`src/rtl/fifo_queue_if.sv`:
```
// rtl/fifo_queue_if.sv - push/pop request and status bundle for fifo_queue
// The producer/consumer side drives the master modport; the queue is the slave.
interface fifo_queue_if #(
   parameter int WIDTH  = 8,
   parameter int ADDR_W = 3
);
   logic              push;
   logic              pop;
   logic [WIDTH-1:0]  data_in;
   logic [WIDTH-1:0]  data_out;
   logic              empty;
   logic              full;
   logic [ADDR_W:0]   count;
   logic              overflow;
   logic              underflow;

   modport master (
      output push, pop, data_in,
      input  data_out, empty, full, count, overflow, underflow
   );

   modport slave (
      input  push, pop, data_in,
      output data_out, empty, full, count, overflow, underflow
   );
endinterface

```
`src/rtl/fifo_queue.sv`:
```
// rtl/fifo_queue.sv - single-clock byte FIFO with count/full status and sticky errors
// Oldest entry is served first; read data is registered with one cycle of latency.
module fifo_queue #(
   parameter int WIDTH  = 8,
   parameter int DEPTH  = 8,
   parameter int ADDR_W = 3
) (
   input  logic           clk,
   input  logic           reset,
   fifo_queue_if.slave    bus
);
   logic [WIDTH-1:0]  r_mem [DEPTH];
   logic [ADDR_W-1:0] r_wr_ptr;
   logic [ADDR_W-1:0] r_rd_ptr;
   logic [ADDR_W:0]   r_count;
   logic              r_empty;
   logic              r_full;
   logic [WIDTH-1:0]  r_data_out;
   logic              r_overflow;
   logic              r_underflow;

   logic              w_pop_ok;
   logic              w_push_ok;
   logic [ADDR_W:0]   w_count_nxt;

   // A pop on a full queue frees the slot, so a same-cycle push is still accepted.
   always_comb begin
      w_pop_ok    = bus.pop && !r_empty;
      w_push_ok   = bus.push && (!r_full || w_pop_ok);
      w_count_nxt = r_count;
      if (w_push_ok && !w_pop_ok) begin
         w_count_nxt = r_count + (ADDR_W+1)'(1);
      end else if (w_pop_ok && !w_push_ok) begin
         w_count_nxt = r_count - (ADDR_W+1)'(1);
      end
   end

   always_ff @(posedge clk) begin
      if (!reset && w_push_ok) begin
         r_mem[r_wr_ptr] <= bus.data_in;
      end
   end

   always_ff @(posedge clk) begin
      if (reset) begin
         r_wr_ptr    <= '0;
         r_rd_ptr    <= '0;
         r_count     <= '0;
         r_empty     <= 1'b1;
         r_full      <= 1'b0;
         r_data_out  <= '0;
         r_overflow  <= 1'b0;
         r_underflow <= 1'b0;
      end else begin
         if (w_push_ok) begin
            r_wr_ptr <= r_wr_ptr + ADDR_W'(1);
         end
         if (w_pop_ok) begin
            r_data_out <= r_mem[r_rd_ptr];
            r_rd_ptr   <= r_rd_ptr + ADDR_W'(1);
         end
         // Status comes from the next count so it is exact on the same edge.
         r_count <= w_count_nxt;
         r_empty <= (w_count_nxt == '0);
         r_full  <= (w_count_nxt == (ADDR_W+1)'(DEPTH));
         if (bus.push && !w_push_ok) begin
            r_overflow <= 1'b1;
         end
         if (bus.pop && !w_pop_ok) begin
            r_underflow <= 1'b1;
         end
      end
   end

   assign bus.data_out  = r_data_out;
   assign bus.empty     = r_empty;
   assign bus.full      = r_full;
   assign bus.count     = r_count;
   assign bus.overflow  = r_overflow;
   assign bus.underflow = r_underflow;
endmodule

```
`src/flat_wrapper.sv`:
```
// flat-port wrapper written by rule: the top's interface ports become plain ports
module fifo_queue_flat 
#(
   parameter int WIDTH  = 8,
   parameter int DEPTH  = 8,
   parameter int ADDR_W = 3
)
  (clk, reset, bus_push, bus_pop, bus_data_in, bus_data_out, bus_empty, bus_full, bus_count, bus_overflow, bus_underflow);
  fifo_queue_if #(.WIDTH(WIDTH), .ADDR_W(ADDR_W)) bus_i ();
  input  logic clk;
  input  logic reset;
  input wire logic [$bits(bus_i.push)-1:0] bus_push;
  input wire logic [$bits(bus_i.pop)-1:0] bus_pop;
  input wire logic [$bits(bus_i.data_in)-1:0] bus_data_in;
  output wire logic [$bits(bus_i.data_out)-1:0] bus_data_out;
  output wire logic [$bits(bus_i.empty)-1:0] bus_empty;
  output wire logic [$bits(bus_i.full)-1:0] bus_full;
  output wire logic [$bits(bus_i.count)-1:0] bus_count;
  output wire logic [$bits(bus_i.overflow)-1:0] bus_overflow;
  output wire logic [$bits(bus_i.underflow)-1:0] bus_underflow;
  assign bus_i.push = bus_push;
  assign bus_i.pop = bus_pop;
  assign bus_i.data_in = bus_data_in;
  assign bus_data_out = bus_i.data_out;
  assign bus_empty = bus_i.empty;
  assign bus_full = bus_i.full;
  assign bus_count = bus_i.count;
  assign bus_overflow = bus_i.overflow;
  assign bus_underflow = bus_i.underflow;
  fifo_queue #(.WIDTH(WIDTH), .DEPTH(DEPTH), .ADDR_W(ADDR_W)) u_core (.clk(clk), .reset(reset), .bus(bus_i));
endmodule
```
`config.mk`:
```
export PLATFORM = sky130hd
export DESIGN_NAME = fifo_queue_flat
export DESIGN_NICKNAME = d
export VERILOG_FILES = /design/src/rtl/fifo_queue_if.sv /design/src/rtl/fifo_queue.sv /design/src/flat_wrapper.sv
export SDC_FILE = /design/constraint.sdc
export NUM_CORES = 1
export LEC_CHECK = 0
export ABC_AREA = 0
export CAP_MARGIN = 5
export CORE_MARGIN = 4
export CORE_UTILIZATION = 43
export CTS_BUF_LIST = sky130_fd_sc_hd__clkbuf_16
export DETAILED_ROUTE_END_ITERATION = 10
export PLACE_DENSITY = 0.63
export SYNTH_ARGS = -nofsm -noshare
export SYNTH_HDL_FRONTEND = slang
export SYNTH_SLANG_ARGS = --single-unit
```
`constraint.sdc`:
```
create_clock -name clk -period 2.5 [get_ports clk]
set_clock_uncertainty 0.1 [all_clocks]
set_input_delay 0.5 -clock clk [delete_from_list [all_inputs] [get_ports clk]]
set_output_delay 0.5 -clock clk [all_outputs]
set_load 0.005 [all_outputs]
```
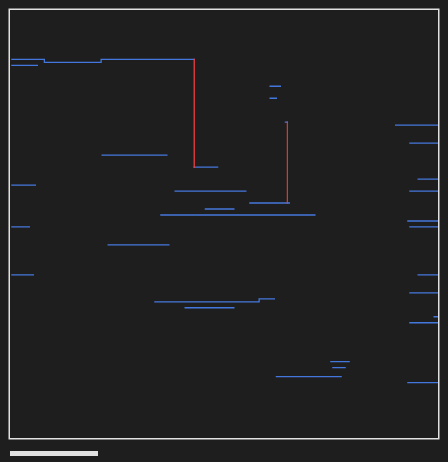
**Above:** metal layers overlaid.
Bar = 20 µm. Two of the layers only.
- M4: red (wire length 42.8 µm)
- M3: blue (wire length 290 µm)
Total Routing Usage GR: 0.135
Routed Wire Length: 6000 µm

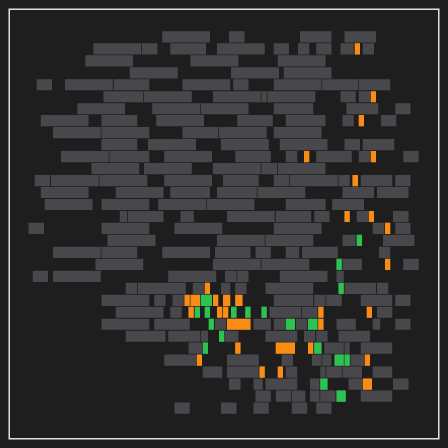
**Above:** gate-type map.
- nor cells: orange (cells 31)
- nand cells: green (cells 19)
combinational share of cell area: 0.238
fin cells: 357

==> metrics.cfg <==
[detailed_routing]
post_drt_via_cell_ratio=5.18
drt_iter0_drc=112
first_pass_iters=4
remaining_drc_errors=0
ant_nets=0
vias=1851

[pwr]
p_per_area_nw_per_um2=778
ir_drop_mv=0.388
power_uw=3210
leakagePower_uw=0.00135

[logic_synthesis]
syn_avg_cell_area_um2=16.2
netlist_area_um2=3420
yosys_area_um2=3420
top_area_cell=edfxtp_1
yosysUniqueCellTypes=37
netlist_instances=211
top_cell=edfxtp_1
async_flop_share=0
top_cells_by_count=edfxtp_1, nor2_1, dfxtp_1
synth_flops=86
ys_seq_frac=0.690
edf_count=64
synth_warnings=0
fp_nets=227
yosys_cells=211
top_cells_by_area=edfxtp_1, dfxtp_1, mux4_2
synth.top_cell.area_share=0.561
ff_type=edfxtp_1

[final_timing]
period_needed_ns=2.00
rsz0062_at_grt=false
maxSlewHeadroom=0.611
finalSetupTns_ns=0
finalSetupViolCount=0
finalClockPeriodUsage=0.800
finalMaxSlewViolations=0
fmax_ghz=0.500
hold_viol=0
worst_slew_pin_slew_ns=0.583

[finish]
fillCellCount=620
nNetsFinal=266
comb_area_um2=982
drive_gt1_frac=0.196
design_area_um2=4120
diodes=0
area_growth_pct=20.4
seq_area_um2=2360

[cts]
clockBufferDepth=2
root_buffer=clkbuf_16
postCtsHoldBufs=0
worstSkewPairLatency_ns=0.33
cts_max_level=3
cts_sinks=86
path_clk_slew_ns=0.06
cts_resized=0
cts-buffers-inserted=9
tritoncts=yes
post-cts-setup-buffers=0

[worst_hold_path]
hold_class=reg -> reg
hold-path-cell-count=2
min-delay-start=u_core.bus.underflow

[floorplan]
core.rowCount=32
die_h_um=97.2
die_area_um2=9450
die_w_um=97.2
fp_util=0.443
core_um2=7730
io_pins=28

[placement]
gp_routability_congestion=0.818
dpl_cell_area_um2=3850
numPortBuffers=27
dp_hpwl_um=3980
placed_cells=341

[setup_path]
cp-end-kind=register
required_ns=2.44
crit_type=in -> reg
cp_max_fo=9
cp-startpoint=bus_push
critPathArrivalTime_ns=1.93
r2r-start=u_core.bus.count[0]
cp-start-kind=input port
ff2ff_path_depth=5

[flow_run]
warning_count=27
drv_cap=0

[global_routing]
grt_max_degree=23
grt_pass1_wl_um=9750
grt_pass1_vias=1818
gr-total-overflow=0
grt_antenna_before_repair=0

[run_status]
status=finished clean

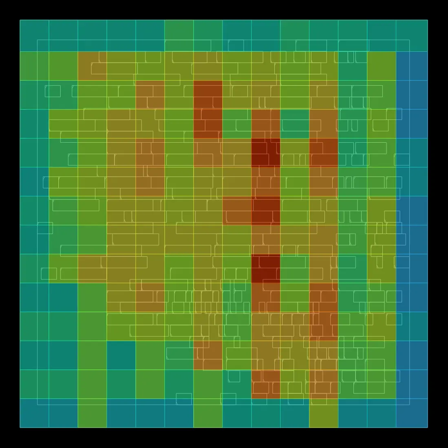
**Above:** routing congestion map.
met2 usage: 0.205
Final Core Density: 0.533
GR Util met3: 0.0309
met1 Track Usage GR: 0.187
routed len/inst: 16.8 µm

-- critical path, stage by stage --
cell and delay (ns):
clkdlybuf4s50_1 0.64, a21boi_2 0.24, nand2_1 0.12, nor4_1 0.20, buf_4 0.22
-- where the power goes --
part | switching, µW | internal, µW
clock | 532 | 674
combinational | 171 | 204
sequential | 38.4 | 1590
total | 741 | 2460
-- worst paths after layout --
kind,to,slack (ns)
hold / removal,u_core.bus.underflow,0.37
setup reg to reg,u_core.bus.full,0.71
setup / recovery,u_core.r_mem[4][7],0.50
hold reg to reg,u_core.bus.underflow,0.37
-- layer usage --
| layer | GRT usage | vias to the layer above | share of wire |
|---|---|---|---|
| met1 | 0.187 | 908 | 0.47 |
| li1 | - | 892 | - |
| met4 | 0.0575 | 0 | 0.0070 |
| met5 | 0 | - | 0 |
| met2 | 0.205 | 47 | 0.48 |
| met3 | 0.0309 | 4 | 0.048 |
-- final cells by class --
| type | instances | area share |
|---|---|---|
| Multi-Input combinational cell | 111 | 0.238 |
| Clock buffer | 9 | 0.0546 |
| Clock inverter | 7 | 0.0118 |
| Tap cell | 102 | 0.0310 |
| Inverter | 2 | 0.00182 |
| Timing Repair Buffer | 40 | 0.0893 |
| Sequential cell | 86 | 0.573 |
-- stage by stage --
| stage | worst slack, ns | hold WS, ns |
|---|---|---|
| 4_1_cts | 0.510 | 0.379 |
| 3_3_place_gp | 0.189 | 0.351 |
| 2_1_floorplan | 0.152 | 0.360 |
| 3_5_place_dp | 0.166 | 0.363 |
| 6_report | 0.501 | 0.373 |
| 5_1_grt | 0.368 | 0.415 |
-- sequential cells by signal (all words and copies together) (netlist names) --
| name | count |
|---|---|
| u_core.bus.count | 4 |
| u_core.bus.data_out | 8 |
| u_core.bus.empty | 1 |
| u_core.r_mem | 64 |
| u_core.bus.overflow | 1 |
| u_core.r_wr_ptr | 3 |
| u_core.r_rd_ptr | 3 |
| u_core.bus.underflow | 1 |
| u_core.bus.full | 1 |
-- cells in the final DEF, fill, tap and decap left out, types with 2 or more instances in the layout --
cell type        netlist  routed
xnor2_1                5       5
a31oi_1                2       2
mux4_2                16      16
ha_1                   4       4
mux2i_1                9       9
xor2_1                 2       2
a21oi_1                3       3
nor3_1                 2       2
buf_4                  2      13
clkdlybuf4s50_1        0      27
dfxtp_1               22      22
edfxtp_1              64      64
clkbuf_16              0       9
inv_6                  0       2
clkinvlp_4             0       3
nor2_1                25      25
nand2b_1               2       2
or3_1                  2       2
inv_1                  2       3
nand3_1                2       2
a211oi_1              10      10
nand2_1               12      12
-- cells by family after synthesis --
group           after synthesis  synth area share
simple gates                 56            0.0800
flops                        86             0.690
mux                          25             0.132
buf+inv                      14            0.0249
xor+xnor                      7            0.0179
fa+ha+maj                     4            0.0146
compound gates               19            0.0409
Power figures rest on the tool's default switching activity, not on a simulated workload.
